==> run_1/congestion.png <==
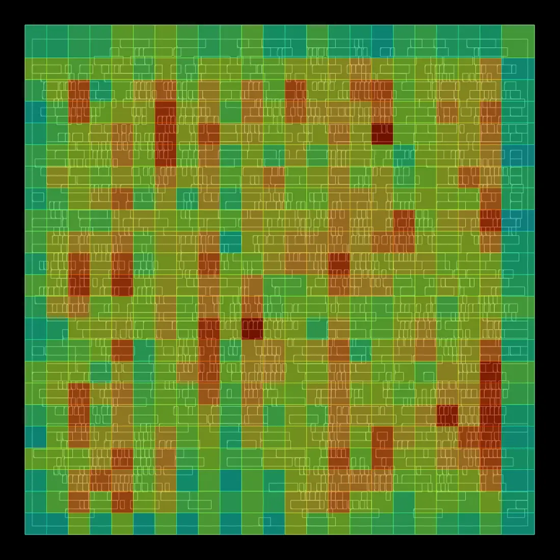
==> run_1/io_fan.png <==
The bar under the picture is 50 um long.
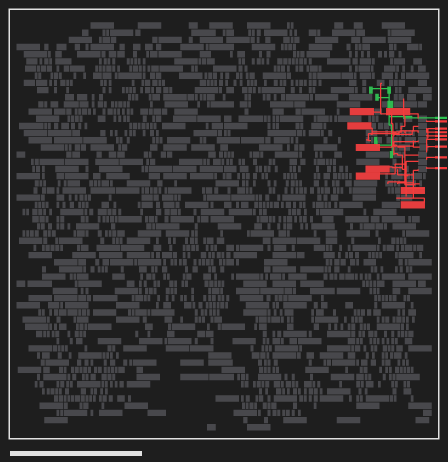
==> run_1/logic_types.png <==
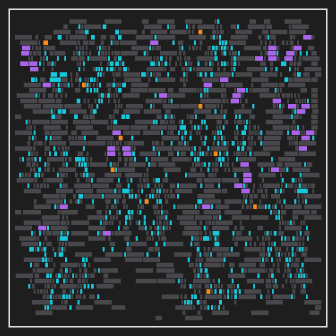
==> src/rtl/bcd_entry_pkg.sv <==
// Shared types and helpers for the BCD operand-entry stage.
// Press-FSM states, key index map and the BCD digit step.
package bcd_entry_pkg;

  typedef enum logic [1:0] {
    IDLE,
    PRESSED,
    REPEATING
  } press_st_e;

  localparam int KEY_A_TENS = 3;
  localparam int KEY_A_ONES = 2;
  localparam int KEY_B_TENS = 1;
  localparam int KEY_B_ONES = 0;

  localparam logic [3:0] BCD_MAX = 4'd9;

  // Out-of-range codes 10..15 also wrap to 0.
  function automatic logic [3:0] bcd_step(
    input logic [3:0] v
  );
    return (v >= BCD_MAX) ? 4'd0 : v + 4'd1;
  endfunction

endpackage

==> src/rtl/bcd_operand_entry_key_conditioner.sv <==
// One pushbutton: 2-flop sync, debounce filter, press/repeat FSM.
// step is a registered one-cycle pulse per accepted press or repeat.
module key_conditioner
  import bcd_entry_pkg::*;
#(
  parameter int DEBOUNCE_CYCLES = 1000000,
  parameter int REPEAT_DELAY    = 25000000,
  parameter int REPEAT_PERIOD   = 10000000
) (
  input  logic clk,
  input  logic rst_n,
  input  logic key_n,
  output logic step
);

  localparam int DW   = $clog2(DEBOUNCE_CYCLES + 1);
  localparam int RMAX = (REPEAT_DELAY > REPEAT_PERIOD) ?
                        REPEAT_DELAY : REPEAT_PERIOD;
  localparam int RW   = $clog2(RMAX + 1);

  localparam logic [DW-1:0] D_LAST  = DW'(DEBOUNCE_CYCLES - 1);
  localparam logic [RW-1:0] RD_LAST = RW'(REPEAT_DELAY - 1);
  localparam logic [RW-1:0] RP_LAST = RW'(REPEAT_PERIOD - 1);

  logic          s1;
  logic          s2;
  logic          filt;
  logic [DW-1:0] dcnt;

  always_ff @(posedge clk or negedge rst_n) begin
    if (!rst_n) begin
      s1   <= 1'b1;
      s2   <= 1'b1;
      filt <= 1'b1;
      dcnt <= '0;
    end else begin
      s1 <= key_n;
      s2 <= s1;
      if (s2 == filt) begin
        dcnt <= '0;
      end else if (dcnt == D_LAST) begin
        filt <= s2;
        dcnt <= '0;
      end else begin
        dcnt <= dcnt + 1'b1;
      end
    end
  end

  press_st_e     state;
  press_st_e     state_n;
  logic [RW-1:0] rcnt;
  logic [RW-1:0] rcnt_n;
  logic          step_n;

  always_ff @(posedge clk or negedge rst_n) begin
    if (!rst_n) begin
      state <= IDLE;
      rcnt  <= '0;
      step  <= 1'b0;
    end else begin
      state <= state_n;
      rcnt  <= rcnt_n;
      step  <= step_n;
    end
  end

  // IDLE is only reachable with filt high, so filt low there is a fresh press.
  always_comb begin
    state_n = state;
    rcnt_n  = rcnt;
    step_n  = 1'b0;
    if (filt) begin
      state_n = IDLE;
      rcnt_n  = '0;
    end else begin
      case (state)
        IDLE: begin
          state_n = PRESSED;
          rcnt_n  = '0;
          step_n  = 1'b1;
        end
        PRESSED: begin
          if (rcnt == RD_LAST) begin
            state_n = REPEATING;
            rcnt_n  = '0;
            step_n  = 1'b1;
          end else begin
            rcnt_n = rcnt + 1'b1;
          end
        end
        REPEATING: begin
          if (rcnt == RP_LAST) begin
            rcnt_n = '0;
            step_n = 1'b1;
          end else begin
            rcnt_n = rcnt + 1'b1;
          end
        end
        default: begin
          state_n = IDLE;
          rcnt_n  = '0;
        end
      endcase
    end
  end

endmodule

==> src/rtl/bcd_operand_entry.sv <==
// Two 2-digit BCD operands driven by four conditioned pushbuttons.
// Digits step independently; clr zeroes both and wins over steps.
module bcd_operand_entry
  import bcd_entry_pkg::*;
#(
  parameter int DEBOUNCE_CYCLES = 1000000,
  parameter int REPEAT_DELAY    = 25000000,
  parameter int REPEAT_PERIOD   = 10000000
) (
  input  logic       CLOCK_50,
  input  logic       resetn,
  input  logic [3:0] KEY,
  input  logic       clr,
  output logic [7:0] a,
  output logic [7:0] b,
  output logic       changed
);

  logic [3:0] step;

  for (genvar k = 0; k < 4; k++) begin : g_key
    key_conditioner #(
      .DEBOUNCE_CYCLES(DEBOUNCE_CYCLES),
      .REPEAT_DELAY   (REPEAT_DELAY),
      .REPEAT_PERIOD  (REPEAT_PERIOD)
    ) u_kc (
      .clk  (CLOCK_50),
      .rst_n(resetn),
      .key_n(KEY[k]),
      .step (step[k])
    );
  end

  logic [3:0] a_t;
  logic [3:0] a_o;
  logic [3:0] b_t;
  logic [3:0] b_o;

  always_ff @(posedge CLOCK_50 or negedge resetn) begin
    if (!resetn) begin
      a_t     <= '0;
      a_o     <= '0;
      b_t     <= '0;
      b_o     <= '0;
      changed <= 1'b0;
    end else if (clr) begin
      a_t     <= '0;
      a_o     <= '0;
      b_t     <= '0;
      b_o     <= '0;
      changed <= |{a_t, a_o, b_t, b_o};
    end else begin
      changed <= |step;
      if (step[KEY_A_TENS]) a_t <= bcd_step(a_t);
      if (step[KEY_A_ONES]) a_o <= bcd_step(a_o);
      if (step[KEY_B_TENS]) b_t <= bcd_step(b_t);
      if (step[KEY_B_ONES]) b_o <= bcd_step(b_o);
    end
  end

  assign a = {a_t, a_o};
  assign b = {b_t, b_o};

endmodule
==> config.mk <==
export PLATFORM = sky130hd
export DESIGN_NAME = bcd_operand_entry
export DESIGN_NICKNAME = d
export VERILOG_FILES = /design/src/rtl/bcd_entry_pkg.sv /design/src/rtl/bcd_operand_entry_key_conditioner.sv /design/src/rtl/bcd_operand_entry.sv
export SDC_FILE = /design/constraint.sdc
export NUM_CORES = 1
export LEC_CHECK = 0
export ABC_AREA = 1
export ABC_CLOCK_PERIOD_IN_PS = 2550
export CAP_MARGIN = 20
export CORE_MARGIN = 2
export CORE_UTILIZATION = 50
export DETAILED_ROUTE_END_ITERATION = 10
export PLACE_DENSITY_LB_ADDON = 0.1
export SYNTH_ARGS = -nofsm -noshare
export SYNTH_HDL_FRONTEND = slang
export SYNTH_SLANG_ARGS = --single-unit
export TNS_END_PERCENT = 30
==> constraint.sdc <==
create_clock -name CLOCK_50 -period 2.55 [get_ports CLOCK_50]
set_input_delay 0.255 -clock CLOCK_50 [delete_from_list [all_inputs] [get_ports CLOCK_50]]
set_output_delay 0.255 -clock CLOCK_50 [all_outputs]
set_load 0.01 [all_outputs]
==> job_summary.md, run 1 <==
## Synthesis and layout report

| Metric | Value |
|---|---|
| Hold-fix buffers, CTS | 1 |
| Area growth syn-to-layout | 12.26% |
| Regs by FF count | g_key.u_kc.rcnt x100, g_key.u_kc.dcnt x80, g_key.u_kc.state x8 |
| N_diodes | 0 |
| Setup crit end | g_key[1].u_kc.dcnt[16] |
| Period minus WS final | 1.948 ns |
| Fraction of area in registers | between 30% and 40% |
| Syn Area/Cell | 7.752 um2 |
| DRT met1 WL | 12070 um |
| WL met3 | 868 um |
| Path length in cells of the critical path | 7 |
| Reg-to-reg endpoint | g_key[1].u_kc.dcnt[16] |
| Max Cap Violations | 0 |
| Largest combinational cell category by area | simple AND/OR/NAND/NOR gates |
| Compound Share, Synth | under 10% |
| FF-to-FF Start | g_key[1].u_kc.dcnt[0] |
| Clock root cell | clkbuf_16 |
| Routed length on met2 | 11670 um |
| Post-synth seq share | 44.27% |
| Leading area contributor after synthesis | dfrtp_1 |
| Outcome | finished, final reports clean |
| Main flop type after synthesis | dfrtp_1 |
| Placed cell count | 1959 |
| Largest Pwr Group | the clock network |
| Most flop-heavy register | g_key.u_kc.rcnt |
| Cell family with most CP delay | simple AND/OR/NAND/NOR gates |
| Post-Synthesis Cells | between 1500 and 2000 |
| Maximum clock rate | 0.5133 GHz |
| Ys cells | 1616 |
| Setup Buffers After CTS | 0 |
| # rows | about 57 |
| Routed WL per cell | 12.45 um |
| Nets at Floorplan | around 1700 |
| Chip width | 162.3 um |
| DR iter-0 viols | 630 |
| Clk sinks | 221 |
| CP startpoint kind | register |
| Fp util | approximately 50% |
| Reg2Reg Setup Slack | between 0.6 and 0.7 ns |
| Fin. max-slew vios | 0 |
| Register area | 5545 um2 |
| Number of logic gates | 1174 |
| Peak supply drop | 0.0006131 V |
| P_seq | 0.00355 W |
| Hold Startpoint | KEY[3] |
| HPWL Detailed | roughly 18000 um |
| Final setup TNS | 0 ns |
| Post-Synth XOR/XNOR Area | 7.411% |
| Total gr overflow | 0 |
| Nets@finish | 1716 |
## Picture notes: congestion.png
GR Layer Usage met3: 2.962%
GRT Max-Usage Layer: met2
grt met2 use: 33.62%

## Picture notes: io_fan.png
clr -> green  # bits 1, direction input, edge right, end cells 6, buffers 1, wire 67.2 um
a -> red  # bits 8, direction output, edge right, end cells 8, buffers 8, wire 315 um

## Picture notes: logic_types.png
adder and majority cells -> purple  # cells 44, most used ha_1
NOR gates -> cyan  # cells 470, most used nor2_1, where spread over the die
AND and OR gates -> orange  # cells 10, most used and3_1

==> inputs of run 2 (changes only) <==
ABC_CLOCK_PERIOD_IN_PS = 1700   (was 2550)
clock period = 1.7 ns   (was 2.55 ns; I/O delays follow)
==> job_summary.md, run 2 <==
## Synthesis and layout report

| Metric | Value |
|---|---|
| FF-to-FF Start | g_key[2].u_kc.rcnt[1] |
| DRT met1 WL | 12660 um (+4.9%) |
| Regs by FF count | g_key.u_kc.rcnt x100, g_key.u_kc.dcnt x80, g_key.u_kc.state x8 |
| Setup Buffers After CTS | 0 (unchanged) |
| Outcome | complete, but fails checks |
| Number of logic gates | 1174 (unchanged) |
| Max Cap Violations | 0 (unchanged) |
| Largest Pwr Group | sequential cells |
| Placed cell count | 2015 (+2.9%) |
| Hold Startpoint | KEY[1] |
| Fp util | 51.21% (unchanged) |
| WL met3 | 988 um (+14%) |
| Hold-fix buffers, CTS | 1 (unchanged) |
| Final tally of setup violations | 13 |
| Setup crit end | g_key[2].u_kc.rcnt[2] |
| Failing checks | negative setup slack |
| Cell family with most CP delay | simple AND/OR/NAND/NOR gates |
| Reg-to-reg endpoint | g_key[2].u_kc.rcnt[2] |
| GRT Max-Usage Layer | met2 |
| Final setup margin | -0.02963 ns |
| Routed WL per cell | 12.65 um (+1.6%) |
| HPWL Detailed | 18650 um (+3.2%) |
| Clk sinks | 221 (unchanged) |
| Post-synth seq share | 44.27% (unchanged) |
| Main flop type after synthesis | dfrtp_1 |
| CP startpoint kind | register |
| Area growth syn-to-layout | 18.62% |
| # rows | 57 (unchanged) |
| Fin. max-slew vios | 0 (unchanged) |
| Largest combinational cell category by area | simple AND/OR/NAND/NOR gates |
| Path length in cells of the critical path | 11 (+4) |
| Post-Synth XOR/XNOR Area | 7.411% (unchanged) |
| Period minus WS final | 1.730 ns (-0.2187 ns) |
| N_diodes | 0 (unchanged) |
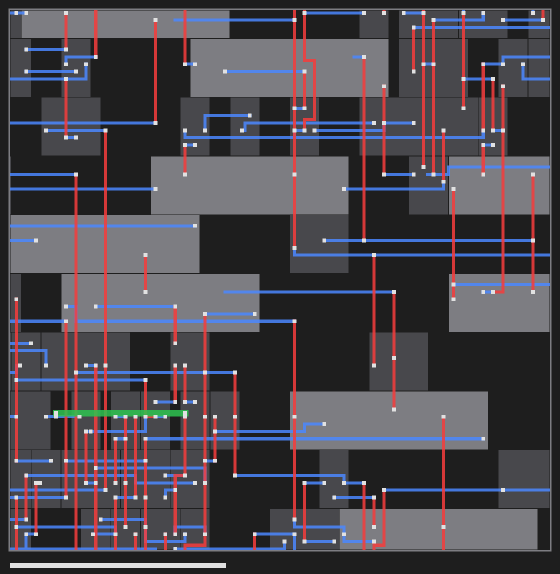
(run_2/detail.png)
The bar under the picture is 10 um long. Window x 28 to 53, y 28 to 53 um. Cells in grey, sequential cells in the stronger grey; small squares are vias.
metal 2 -> red
metal 3 -> green
metal 1 -> blue
sequential cells in the window = 8
cells with their middle in the window = 41
most frequent = nor2_1 (9), dfrtp_1 (8), inv_1 (5)
netlist names of flops here include = g_key.u_kc.dcnt (4), g_key.u_kc.rcnt (4)

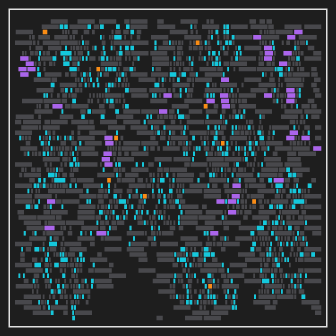
(run_2/logic_types.png)
NOR gates -> cyan  # cells 470, most used nor2_1, where spread over the die
AND and OR gates -> orange  # cells 10, most used and3_1
adder and majority cells -> purple  # cells 44, most used ha_1

==> inputs of run 3 (changes only) <==
ABC_AREA = default   (was 1)
==> job_summary.md, run 3 <==
## Synthesis and layout report

| Metric | Value |
|---|---|
| Outcome | complete, but fails checks |
| Failing checks | negative setup slack |
| Cell family with most CP delay | simple AND/OR/NAND/NOR gates |
| N_diodes | 0 (unchanged) |
| Area growth syn-to-layout | 31.04% |
| DRT met1 WL | 11140 um (-12%) |
| Hold-fix buffers, CTS | 1 (unchanged) |
| Final tally of setup violations | 78 (+65) |
| Placed cell count | 1601 (-21%) |
| Final setup margin | -0.4217 ns (-0.3920 ns) |
| Path length in cells of the critical path | 6 (-5) |
| Max Cap Violations | 0 (unchanged) |
| # rows | 54 (-5.3%) |
| Largest combinational cell category by area | simple AND/OR/NAND/NOR gates |
| Post-synth seq share | 49.59% (+5.3 points) |
| Regs by FF count | g_key.u_kc.rcnt x100, g_key.u_kc.dcnt x80, g_key.u_kc.state x8 |
| Period minus WS final | 2.122 ns (+0.3920 ns) |
| Fin. max-slew vios | 0 (unchanged) |
| Main flop type after synthesis | dfrtp_1 |
| Clk sinks | 221 (unchanged) |
| CP startpoint kind | register |
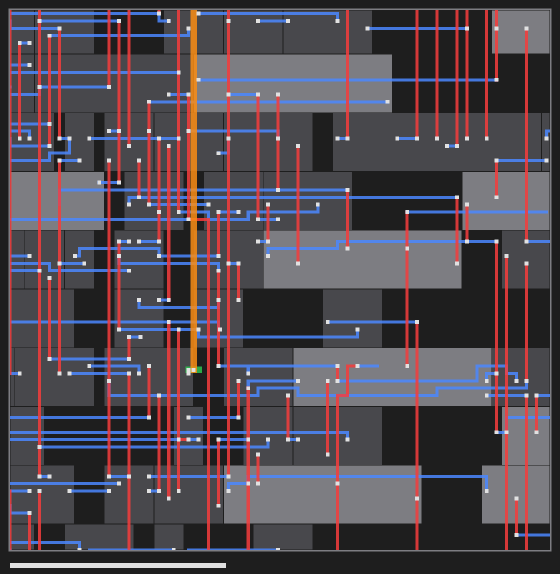
(run_3/detail.png)
The bar under the picture is 10 um long. Window x 26 to 51, y 26 to 51 um. Cells in grey, sequential cells in the stronger grey; small squares are vias.
metal 2 -> red
metal 1 -> blue
metal 4 -> orange
metal 3 -> green
netlist names of flops here include = g_key.u_kc.rcnt (4)
cells with their middle in the window = 36
sequential cells in the window = 4
most frequent = buf_4 (8), nor2_4 (4), dfrtp_1 (4)

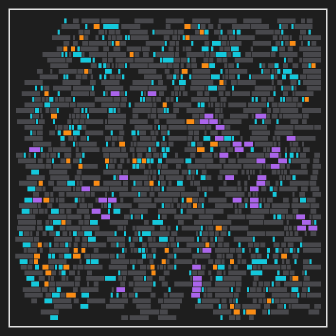
(run_3/logic_types.png)
AND and OR gates -> orange  # cells 61, most used and3_1, where spread over the die
adder and majority cells -> purple  # cells 44, most used ha_1
NOR gates -> cyan  # cells 304, most used nor2_1, where spread over the die

No activity file was given, so power comes from the tool's default toggle rates.
